## src/rtl/layer_compositor.sv

```systemverilog
// layer_compositor: merges an opaque background pixel with NUM_FG colour-keyed
// foreground layers by fixed priority, realigns sync/active-video with the layer
// read latency and drives registered 4:4:4 RGB plus sync to the VGA pins.
// Optional feature macro: LAYER_FADE_EN (adds a global fade stage, +1 latency).
module layer_compositor #(
   parameter int          NUM_FG        = 3,
   parameter int          LAYER_LATENCY = 1,
   parameter logic [11:0] TRANSPARENT   = 12'hF0F
) (
   input  logic                  clk,
   input  logic                  rst,
   input  logic                  pix_en,
   input  logic                  hsync_in,
   input  logic                  vsync_in,
   input  logic                  valid_in,
   input  logic [11:0]           bg_pixel,
   input  logic [12*NUM_FG-1:0]  fg_pixel,
   input  logic [3:0]            fade_level,
   output logic [3:0]            vga_r,
   output logic [3:0]            vga_g,
   output logic [3:0]            vga_b,
   output logic                  hsync,
   output logic                  vsync,
   output logic                  frame_start
);

   // control delay line, tap LAYER_LATENCY-1 lines up with layer pixel data
   logic [LAYER_LATENCY-1:0] r_hs_dly;
   logic [LAYER_LATENCY-1:0] r_vs_dly;
   logic [LAYER_LATENCY-1:0] r_vl_dly;

   logic        w_hs_al, w_vs_al, w_vl_al;
   logic [11:0] w_sel;
   logic [11:0] w_rgb_next;
   logic        w_hs_next, w_vs_next;

   logic [11:0] r_rgb;
   logic        r_hs, r_vs, r_fs;

   // shift sync/valid by LAYER_LATENCY enabled cycles; reset fills with idle values
   always_ff @(posedge clk) begin
      if (rst) begin
         r_hs_dly <= '1;
         r_vs_dly <= '1;
         r_vl_dly <= '0;
      end else if (pix_en) begin
         r_hs_dly[0] <= hsync_in;
         r_vs_dly[0] <= vsync_in;
         r_vl_dly[0] <= valid_in;
         for (int k = 1; k < LAYER_LATENCY; k++) begin
            r_hs_dly[k] <= r_hs_dly[k-1];
            r_vs_dly[k] <= r_vs_dly[k-1];
            r_vl_dly[k] <= r_vl_dly[k-1];
         end
      end
   end

   assign w_hs_al = r_hs_dly[LAYER_LATENCY-1];
   assign w_vs_al = r_vs_dly[LAYER_LATENCY-1];
   assign w_vl_al = r_vl_dly[LAYER_LATENCY-1];

   // priority select: later (higher index) opaque layers overwrite earlier ones
   always_comb begin
      w_sel = bg_pixel;
      for (int i = 0; i < NUM_FG; i++) begin
         if (fg_pixel[12*i +: 12] != TRANSPARENT)
            w_sel = fg_pixel[12*i +: 12];
      end
   end

`ifdef LAYER_FADE_EN
   logic [11:0] r_s_rgb;
   logic        r_s_hs, r_s_vs;
   logic [3:0]  r_fade_q;

   // scale one 4-bit channel by (fade+1)/16; fade=15 leaves it unchanged
   function automatic logic [3:0] fade_ch(input logic [3:0] c, input logic [3:0] f);
      logic [8:0] p;
      p = {5'd0, c} * ({5'd0, f} + 9'd1);
      return p[7:4];
   endfunction

   // select stage; fade level latched only on the frame_start edge so a frame never tears
   always_ff @(posedge clk) begin
      if (rst) begin
         r_s_rgb  <= 12'h000;
         r_s_hs   <= 1'b1;
         r_s_vs   <= 1'b1;
         r_fade_q <= 4'hF;
      end else if (pix_en) begin
         r_s_rgb <= w_vl_al ? w_sel : 12'h000;
         r_s_hs  <= w_hs_al;
         r_s_vs  <= w_vs_al;
         if (r_vs && !w_vs_next)
            r_fade_q <= fade_level;
      end
   end

   assign w_rgb_next = {fade_ch(r_s_rgb[11:8], r_fade_q),
                        fade_ch(r_s_rgb[7:4],  r_fade_q),
                        fade_ch(r_s_rgb[3:0],  r_fade_q)};
   assign w_hs_next  = r_s_hs;
   assign w_vs_next  = r_s_vs;
`else
   logic w_unused_fade;
   assign w_unused_fade = ^fade_level;

   assign w_rgb_next = w_vl_al ? w_sel : 12'h000;
   assign w_hs_next  = w_hs_al;
   assign w_vs_next  = w_vs_al;
`endif

   // pin register; frame_start pulses on the enabled edge where vsync falls
   always_ff @(posedge clk) begin
      if (rst) begin
         r_rgb <= 12'h000;
         r_hs  <= 1'b1;
         r_vs  <= 1'b1;
         r_fs  <= 1'b0;
      end else begin
         r_fs <= pix_en && r_vs && !w_vs_next;
         if (pix_en) begin
            r_rgb <= w_rgb_next;
            r_hs  <= w_hs_next;
            r_vs  <= w_vs_next;
         end
      end
   end

   assign vga_r       = r_rgb[11:8];
   assign vga_g       = r_rgb[7:4];
   assign vga_b       = r_rgb[3:0];
   assign hsync       = r_hs;
   assign vsync       = r_vs;
   assign frame_start = r_fs;

endmodule
```

## config.mk

```make
export PLATFORM = sky130hd
export DESIGN_NAME = layer_compositor
export DESIGN_NICKNAME = d
export VERILOG_FILES = /design/src/rtl/layer_compositor.sv
export SDC_FILE = /design/constraint.sdc
export NUM_CORES = 1
export LEC_CHECK = 0
export CORE_ASPECT_RATIO = 1.4
export CORE_UTILIZATION = 36
export DETAILED_ROUTE_END_ITERATION = 8
export PLACE_DENSITY = 0.92
export SLEW_MARGIN = 20
export SYNTH_ARGS = -nofsm -noshare
export SYNTH_HDL_FRONTEND = slang
export SYNTH_SLANG_ARGS = --single-unit
```

## constraint.sdc

```tcl
create_clock -name clk -period 1.6 [get_ports clk]
set_input_delay 0.24 -clock clk [delete_from_list [all_inputs] [get_ports clk]]
set_output_delay 0.24 -clock clk [all_outputs]
set_load 0.02 [all_outputs]
```

==> impl_metrics.json <==
{
  "fp.dieW_um": 49.3,
  "grt_first_pass_wirelength_um": 7200,
  "placed_cells": 259,
  "cp-startpoint": "fg_pixel[5]",
  "wl_met2_um": 2440,
  "internal_power_uw": 874,
  "cp_slowest_cell": "clkdlybuf4s50_1",
  "p_sw_uw": 312,
  "seqPwrFrac_pct": 39.8,
  "hold_depth": 3,
  "grt_pass1_vias": 1500,
  "syn-mean-instance-area_um2": 8.31,
  "slew_viol_final": 0,
  "yosys_area_um2": 1130,
  "crit_fanout": 4,
  "synth_top_area_share_pct": 31.9,
  "min_to": "r_rgb[6]",
  "edf_count": 0,
  "ff_type": "dfxtp_1",
  "die_area_um2": 3370,
  "dpl_cell_area_um2": 2030,
  "post-route-period-util_pct": 97.6,
  "status": "finished, final reports clean",
  "async_reset_ff_share_pct": 0,
  "crit_chain": "clkdlybuf4s50_1 -> and4bb_2 -> nand3_2 -> buf_4 -> o311a_1 -> o21ai_1",
  "endpoint_kind": "flop",
  "postSynthCellCount": 136,
  "area_growth_syn_to_layout_pct": 98.9,
  "ys_ff": 18,
  "crit_end": "r_rgb[4]",
  "die_height_um": 68.3,
  "synth_top_cell_by_area": "dfxtp_1",
  "ant_nets": 0,
  "cts_buffers": 3,
  "cap_violations": 0,
  "warnings": 30,
  "total_power_uw": 1190,
  "place_congestion": 0.862,
  "wl_met3_um": 367,
  "ctsHtreeMaxLevel": 1,
  "dp_slack_ns": -0.381,
  "topRoutingLayerUsed": "met4",
  "ys_sh_aoi_pct": 23.6,
  "fin_util_pct": 76.6,
  "cts_buffer_depth": 2,
  "hold_start": "fg_pixel[18]",
  "pin_count": 73,
  "ys_types": 33,
  "startpoint_type": "primary input",
  "dr.pass1.iters": 4,
  "cts_resized": 25,
  "ir_drop_mv": 0.416,
  "fin_ws_ns": 0.0385,
  "min_period_ns": 1.56,
  "max_stage_delay_ns": 0.44,
  "power.density_nw_per_um2": 528,
  "postSynthSeqShare_pct": 31.9,
  "mux_area_share_pct": 2.66,
  "crit_type": "primary input to flop",
  "grt_overflow": 0,
  "timing.hold.ws_ns": 0.393,
  "syn_nets": 194,
  "adder_share_pct": 0,
  "synthSimpleGateAreaFrac_pct": 37.8,
  "r2r_slack_ns": 0.31,
  "syn_area_um2": 1130,
  "drt_iter0_drc": 109,
  "arrival_ns": 1.76,
  "antenna-diode-count": 0,
  "initial_core_util_pct": 38.5,
  "crit_family": "buffers and inverters",
  "cp_num_cells": 6,
  "clock.fmax_mhz": 640,
  "min_path_type": "primary input to flop",
  "required_ns": 1.79,
  "largest_register_ff_count": 12,
  "crit_buf_inv": 2,
  "tightestPinTransition_ns": 0.374,
  "drc": 0,
  "r2r-start": "r_vl_dly",
  "synth-xor-area-share_pct": 0,
  "skew_ns": 0.00618,
  "port_buffers": 68,
  "reg2regPathDepth": 5,
  "cts.clk_slew.worst_paths_ns": 0.07,
  "met1Wirelength_um": 1800,
  "busiest_layer": "met2",
  "met2_usage_pct": 52.6,
  "setup_violations": 0,
  "dpl.hpwl_um": 3120,
  "regMostFlops": "r_rgb",
  "finalHoldViolations": 0,
  "stdcell_count": 266,
  "r2r-end": "r_rgb[10]",
  "top_cells_by_area": "dfxtp_1 (32%), nor2b_1 (8.3%), o211ai_1 (5.3%)",
  "ys_warn_count": 0,
  "top_logic_kind": "simple AND/OR/NAND/NOR gates",
  "slew_headroom_pct": 75.0,
  "pwr-share-comb_pct": 26.5,
  "cts_setup_buffers": 3,
  "setup-tns-final_ns": 0,
  "clkPwrFrac_pct": 33.8,
  "grt_use_met1_pct": 31.9,
  "layout-drive-gt1-share_pct": 25.8,
  "root_buffer": "clkbuf_8",
  "routed_via_density": 5.91,
  "grt_max_degree": 19
}
## cell usage in the layout (no fill, tap or decap), types with 2 or more instances in the layout
cell | netlist | layout
mux2i_1 | 3 | 3
inv_1 | 2 | 2
a21oi_1 | 10 | 10
dfxtp_1 | 18 | 18
nand2_1 | 12 | 12
o21ai_1 | 3 | 3
o21ai_0 | 2 | 2
nor2_1 | 2 | 2
dlygate4sd2_1 | 0 | 4
nor4_2 | 1 | 2
a41o_1 | 2 | 2
nand4_1 | 4 | 4
a31oi_1 | 8 | 8
clkbuf_8 | 0 | 4
o311a_1 | 2 | 2
nor4_4 | 0 | 7
and4_1 | 2 | 2
dlymetal6s2s_1 | 0 | 4
or2_2 | 9 | 9
o211ai_1 | 8 | 8
nor2b_1 | 15 | 15
and4bb_2 | 2 | 2
a211o_1 | 4 | 4
buf_4 | 0 | 26
clkdlybuf4s50_1 | 0 | 60
nand3_2 | 1 | 2
## cells in the mapped netlist (all sizes together) (2+ instances only)
library cell,count
nand2,12
a21oi,10
nor2,2
mux2i,3
a41o,2
and4,2
buf,2
o21ai,5
nor2b,15
a31oi,8
and4bb,2
o211ai,8
o311a,2
or2,9
clkbuf,6
a211o,4
nor3,2
dfxtp,18
inv,2
nand3,2
nor4,10
nand4,4
## final cells by class
class	instances	area, µm²
multi-input combinational	108	851
clock buffer	4	55.1
inverter	2	7.51
tap	37	46.3
fill	211	688
sequential	18	360
timing repair buffer	97	927
## power groups by stage
stage          registers [µW]  clock network [µW]  logic, µW
5_1_grt                   473                 413        330
6_report                  472                 401        314
3_5_place_dp              481                   0        292
4_1_cts                   471                 382        305
3_3_place_gp              481                   0        287
2_1_floorplan             492                   0       66.5
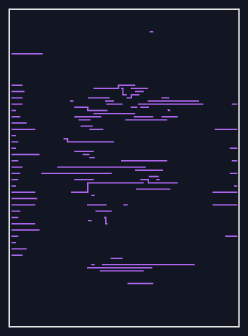
(metal 3)
main direction: horizontal
longest straight run: 19.8 µm
final WL: 4850 µm
via count: 1573
grt met3 use: 5.78%

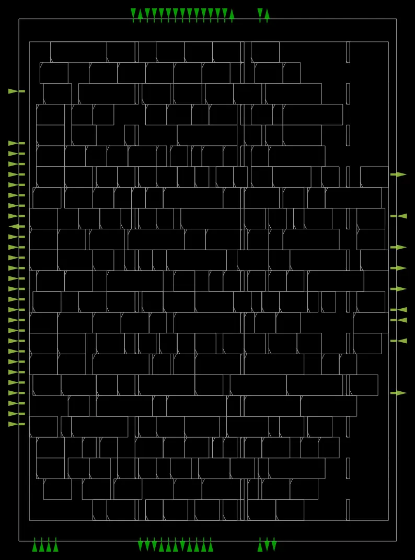
(cell placement)
core area: 2940 µm²
Cell Rows: 23
Well Taps: 37
Flops: 18

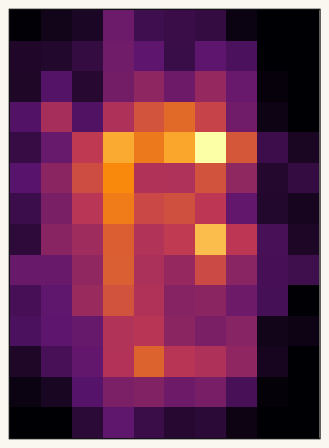
(wiring heat map)
The die is cut into 10 by 14 equal tiles; black is low, pale yellow is high, scaled to the fullest tile. Values are wire area over tile area, all layers added.
tiles over half the peak: 16%
densest ninth of the die: center
nearly empty tiles: 11%
mean over tiles: 0.24
fullest tile: 0.84
routed len/inst: 18.2 µm
all-layer global routing usage: 29.6%

Power is estimated from default activity; no workload was simulated.
